Design countdown_seg_display, sky130hd; sources not shown.
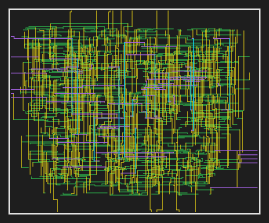
Run 1: wiring by layer
Scale: 3 px per um.
| layer | colour | wire length |
|---|---|---|
| M4 | cyan | 260 um |
| M2 | yellow | 3940 um |
| M3 | purple | 512 um |
| M1 | green | 3280 um |
drt wl/cell: 21.61 um
DR vias: 2354

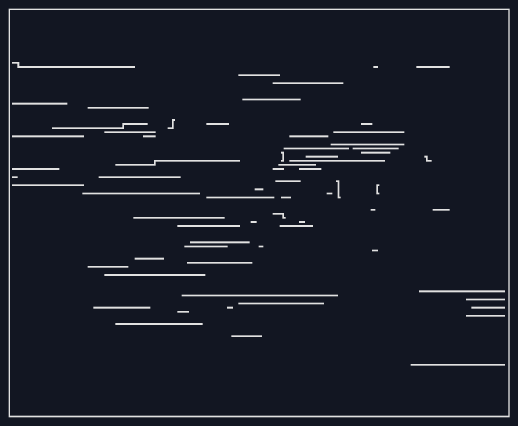
Run 1: the metal 3 layer
Scale: 6 px per um.
longest straight run: 25.8 um
main direction: horizontal
nets with wire on the layer: 46
final wirelength: 7996 um
GRT met3 Usage: 6.707%

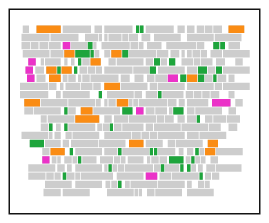
Run 1: gate-type map
Scale: 3 px per um.
| family | colour | cells |
|---|---|---|
| nand cells | green | 44 |
| mux cells | orange | 18 |
| non-inverting ao/oa cells | magenta | 9 |
Commonest Layout Cell: buf_4
Non-Filler Instances: 370
Comb area share: 42.78%

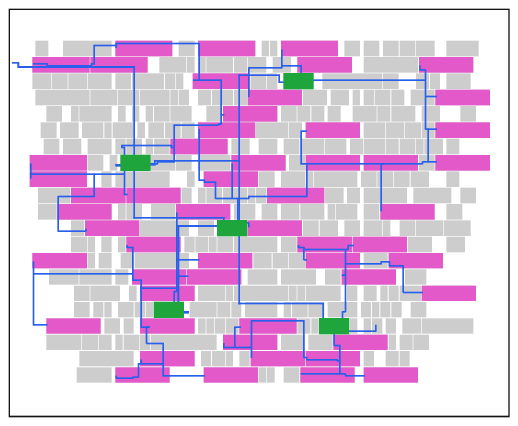
Run 1: clock distribution
Scale: 6 px per um.
[clock wires] blue | length: 672 um
[clock-net drivers] green | count: 5
[flip-flops] magenta | count: 54
flops lie: widely spread
routed clock nets: 6
clock share of power: 16.7%
Clk power: 1.00 mW

==> job_summary.md, run 1 <==
## Implementation flow summary

| Metric | Value |
|---|---|
| Worst Hold Class | primary input to asynchronous set/reset pin |
| Cell Int Power | 3.729 mW |
| Gpl congestion | 0.8333 |
| Leakage power | 1.587 nW |
| DR WL met3 | 512 um |
| Hold_ws | -0.3221 ns |
| Placement Cell Area | 0.003087 mm^2 |
| PnR worst setup slack | -0.3085 ns |
| Number of distinct library cells after synthesis | 45 |
| Post-synth top area share | 40.68% |
| First-pass GRT wire length | 11330 um |
| Largest class | logic gates |
| Yosys warning tally | 0 |
| Clock buffer count | 5 |
| GRT Total Usage | 26.06% |
| Yosys stat area | 0.002706 mm^2 |
| First drt pass iteration count | 4 |
| Share of layout cells above drive strength 1 | 44.73% |
| Final #Nets | 337 |
| R2R Setup Slk | -0.31 ns |
| Actual slew at the worst max-slew pin | 0.4205 ns |
| Via density | 6.362 |
| Comb power frac | 47.7% |
| Met1 Usage GRT | 32.78% |
| Outcome | finished, violations left |
| Mux frac, synth | 6.935% |
| Total power | 5.999 mW |
| Syn_area_per_cell | 10.45 um^2 |
| EDFF count, synth | 0 |
| Slowest stage delay, CP | 0.51 ns |
| Cycle use final | 120.6% |
| Complex Gates by Area | 13.64% |
| Residual DRC count | 0 |
| Final hold viol count | 54 |
| Net Sw Frac | 37.85% |
| CP top delay family | multiplexers |
| Post-DP HPWL | 3908 um |
| Comb gates | 184 |
| CP arrival | 2.02 ns |
| XOR/XNOR Area Share | 4.207% |
| Gate Count Post-Synth | 259 |
| NetSw | 2.271 mW |
| Highest-power group | combinational cells |
| Flop area | 0.001366 mm^2 |
| Flop pwr share | 35.6% |
| Post-CTS sizing | 24 |
| Logic area | 0.001564 mm^2 |
| Critical Path RT | 1.72 ns |
| Fill cells | 222 |
| Met1 wire length | 3282 um |
| Buf/Inv on CP | 1 |
| CTS Buf Count | 5 |
| Number of global-route vias before repair | 2275 |
| Clk buf depth | 2 |
| Root Driver | clkbuf_8 |
| Largest net degree at the start of global routing | 55 |
| Simple-gate portion of the synthesized area | 15.77% |
| Inverters excl. clock | 11 |
| Failing checks | negative hold slack, negative setup slack |
| Rel. slew slack | 71.61% |
| Flop share of the area | 37.37% |
| Met2 wire length | 3941 um |
| DRT iter0 DRCs | 232 |
| Setup Viol. Count Final | 28 |
| CP max-delay cell | dfrtp_2 |
| # diodes | 0 |
| Cell total in the yosys stat output | 259 |
| Post-CTS Setup Bufs | 7 |
Run 1, the clock network:
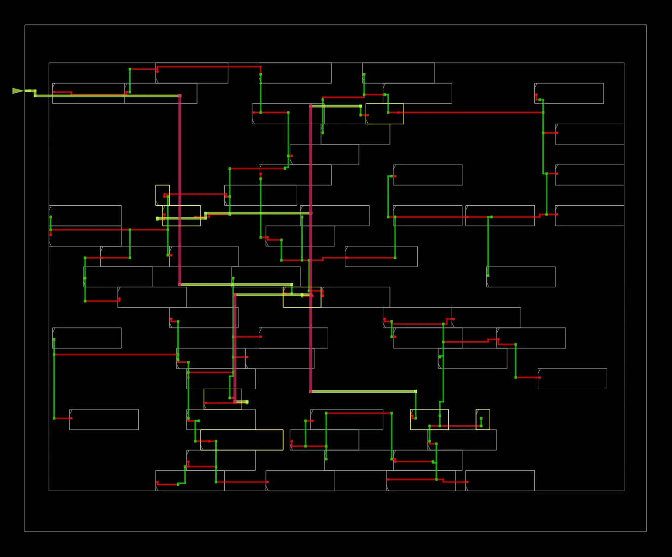

==> run 2: changes to the inputs <==
Settings changed: CORE_UTILIZATION 57 to 61, CTS_CLUSTER_DIAMETER set to 80, CTS_CLUSTER_SIZE set to 25, PLACE_DENSITY 0.84 to 0.86.
Clock period 1.5 ns to 1.7 ns, I/O delays scaled along.
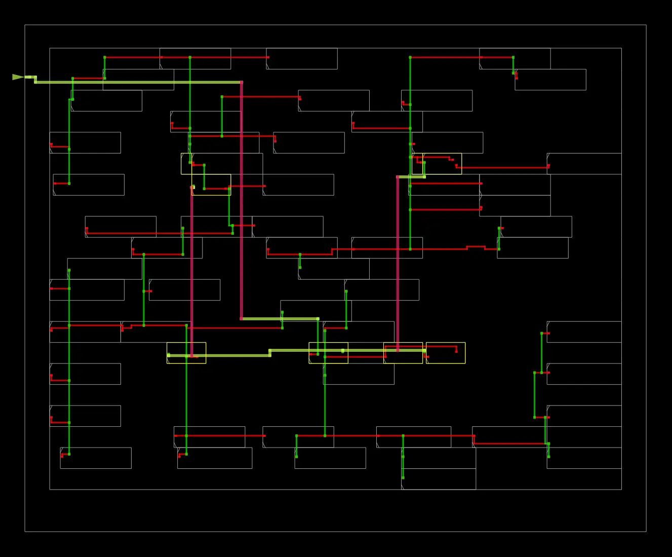
Run 2: the clock network
clock buffer count: 8
CTS Buf Count: 5
Flop Count: 54
Clk power: 0.737 mW

==> job_summary.md, run 2 <==
## Implementation flow summary

| Metric | Value |
|---|---|
| Outcome | finished, violations left (unchanged) |
| Failing checks | negative hold slack (was negative hold slack, negative setup slack) |
| Clock share of power | 17.5% (was 16.7%) |
| Comb gates | 184 (unchanged) |
| Number of distinct library cells after synthesis | 45 (unchanged) |
| First drt pass iteration count | 4 (unchanged) |
| Tmin final | 1.653 ns (was 1.809 ns) |
| DR WL met3 | 254 um (was 512 um) |
| Yosys warning tally | 0 (unchanged) |
| Placement Cell Area | 0.002849 mm^2 (was 0.003087 mm^2) |
| Rel. slew slack | 71.75% (was 71.61%) |
| CP top delay family | flip-flops (was multiplexers) |
| R2R Setup Slk | 0.05 ns (was -0.31 ns) |
| # diodes | 0 (unchanged) |
| Flop pwr share | 43.4% (was 35.6%) |
| Drt wl/cell | 16.02 um (was 21.61 um) |
| Slowest stage delay, CP | 0.48 ns (was 0.51 ns) |
| Largest net degree at the start of global routing | 55 (unchanged) |
| H-tree Lvls | 2 (unchanged) |
| Setup Viol. Count Final | 0 (was 28) |
| Met1 Usage GRT | 27.89% (was 32.78%) |
| Worst Hold Class | primary input to asynchronous set/reset pin (unchanged) |
| Via density | 5.846 (was 6.362) |
| Net Sw Frac | 36.44% (was 37.85%) |
| Highest-power group | sequential cells (was combinational cells) |
| Share of layout cells above drive strength 1 | 21.90% (was 44.73%) |
| Hold_ws | -0.2498 ns (was -0.3221 ns) |
| Critical Path RT | 1.88 ns (was 1.72 ns) |
| Inverters excl. clock | 11 (unchanged) |
| Cell total in the yosys stat output | 259 (unchanged) |
| Fill cells | 323 (was 222) |
| Number of global-route vias before repair | 1958 (was 2275) |
| Comb area share | 43.47% (was 42.78%) |
| Yosys stat area | 0.002706 mm^2 (unchanged) |
| Met2 wire length | 2498 um (was 3941 um) |
| Actual slew at the worst max-slew pin | 0.4218 ns (was 0.4205 ns) |
| Start-to-end type of the worst setup path | flop to flop (unchanged) |
| Comb power frac | 39.1% (was 47.7%) |
| Cycle use final | 97.23% (was 120.6%) |
| Mux frac, synth | 6.935% (unchanged) |
| Adder Share, Synth | 5.548% (unchanged) |
| Non-Filler Instances | 331 (was 370) |
| Post-DP HPWL | 3633 um (was 3908 um) |
| Cell Int Power | 2.680 mW (was 3.729 mW) |
| GRT Total Usage | 21.57% (was 26.06%) |
| Final #Nets | 298 (was 337) |
| Met1 wire length | 2452 um (was 3282 um) |
| Gpl congestion | 0.8894 (was 0.8333) |
| Final hold viol count | 54 (unchanged) |
| Largest class | flip-flops and latches (was logic gates) |
| Complex Gates by Area | 13.64% (unchanged) |
| Buf/Inv on CP | 0 (was 1) |
| Leakage power | 1.314 nW (was 1.587 nW) |
| NetSw | 1.537 mW (was 2.271 mW) |
| Clk buf depth | 2 (unchanged) |
| Gate Count Post-Synth | 259 (unchanged) |
| Simple-gate portion of the synthesized area | 15.77% (unchanged) |
| PnR worst setup slack | 0.04715 ns (was -0.3085 ns) |
| Flop area | 0.001368 mm^2 (was 0.001366 mm^2) |
| Total power | 4.217 mW (was 5.999 mW) |
| Post-CTS Setup Bufs | 0 (was 7) |
| Residual DRC count | 0 (unchanged) |
| Syn_area_per_cell | 10.45 um^2 (unchanged) |
| Commonest Layout Cell | dfrtp_1 (was buf_4) |
| Root Driver | clkbuf_8 (unchanged) |
| Flop share of the area | 45.00% (was 37.37%) |
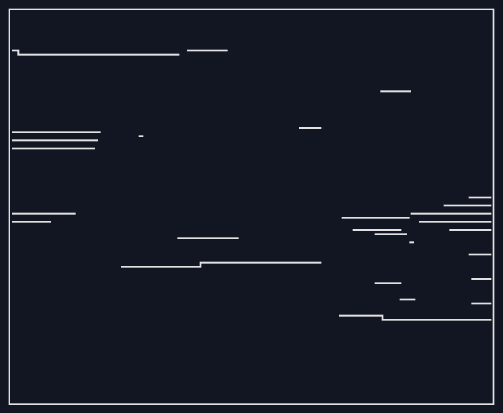
Run 2: the metal 3 layer
Scale: 6 px per um.
nets with wire on the layer: 23
main direction: horizontal
share of all routed wire: 4.8%
longest straight run: 26.7 um
wire length on this layer: 254 um
GRT met3 Usage: 5.890%
final wirelength: 5304 um
DR vias: 1935

Power is estimated from default activity; no workload was simulated.
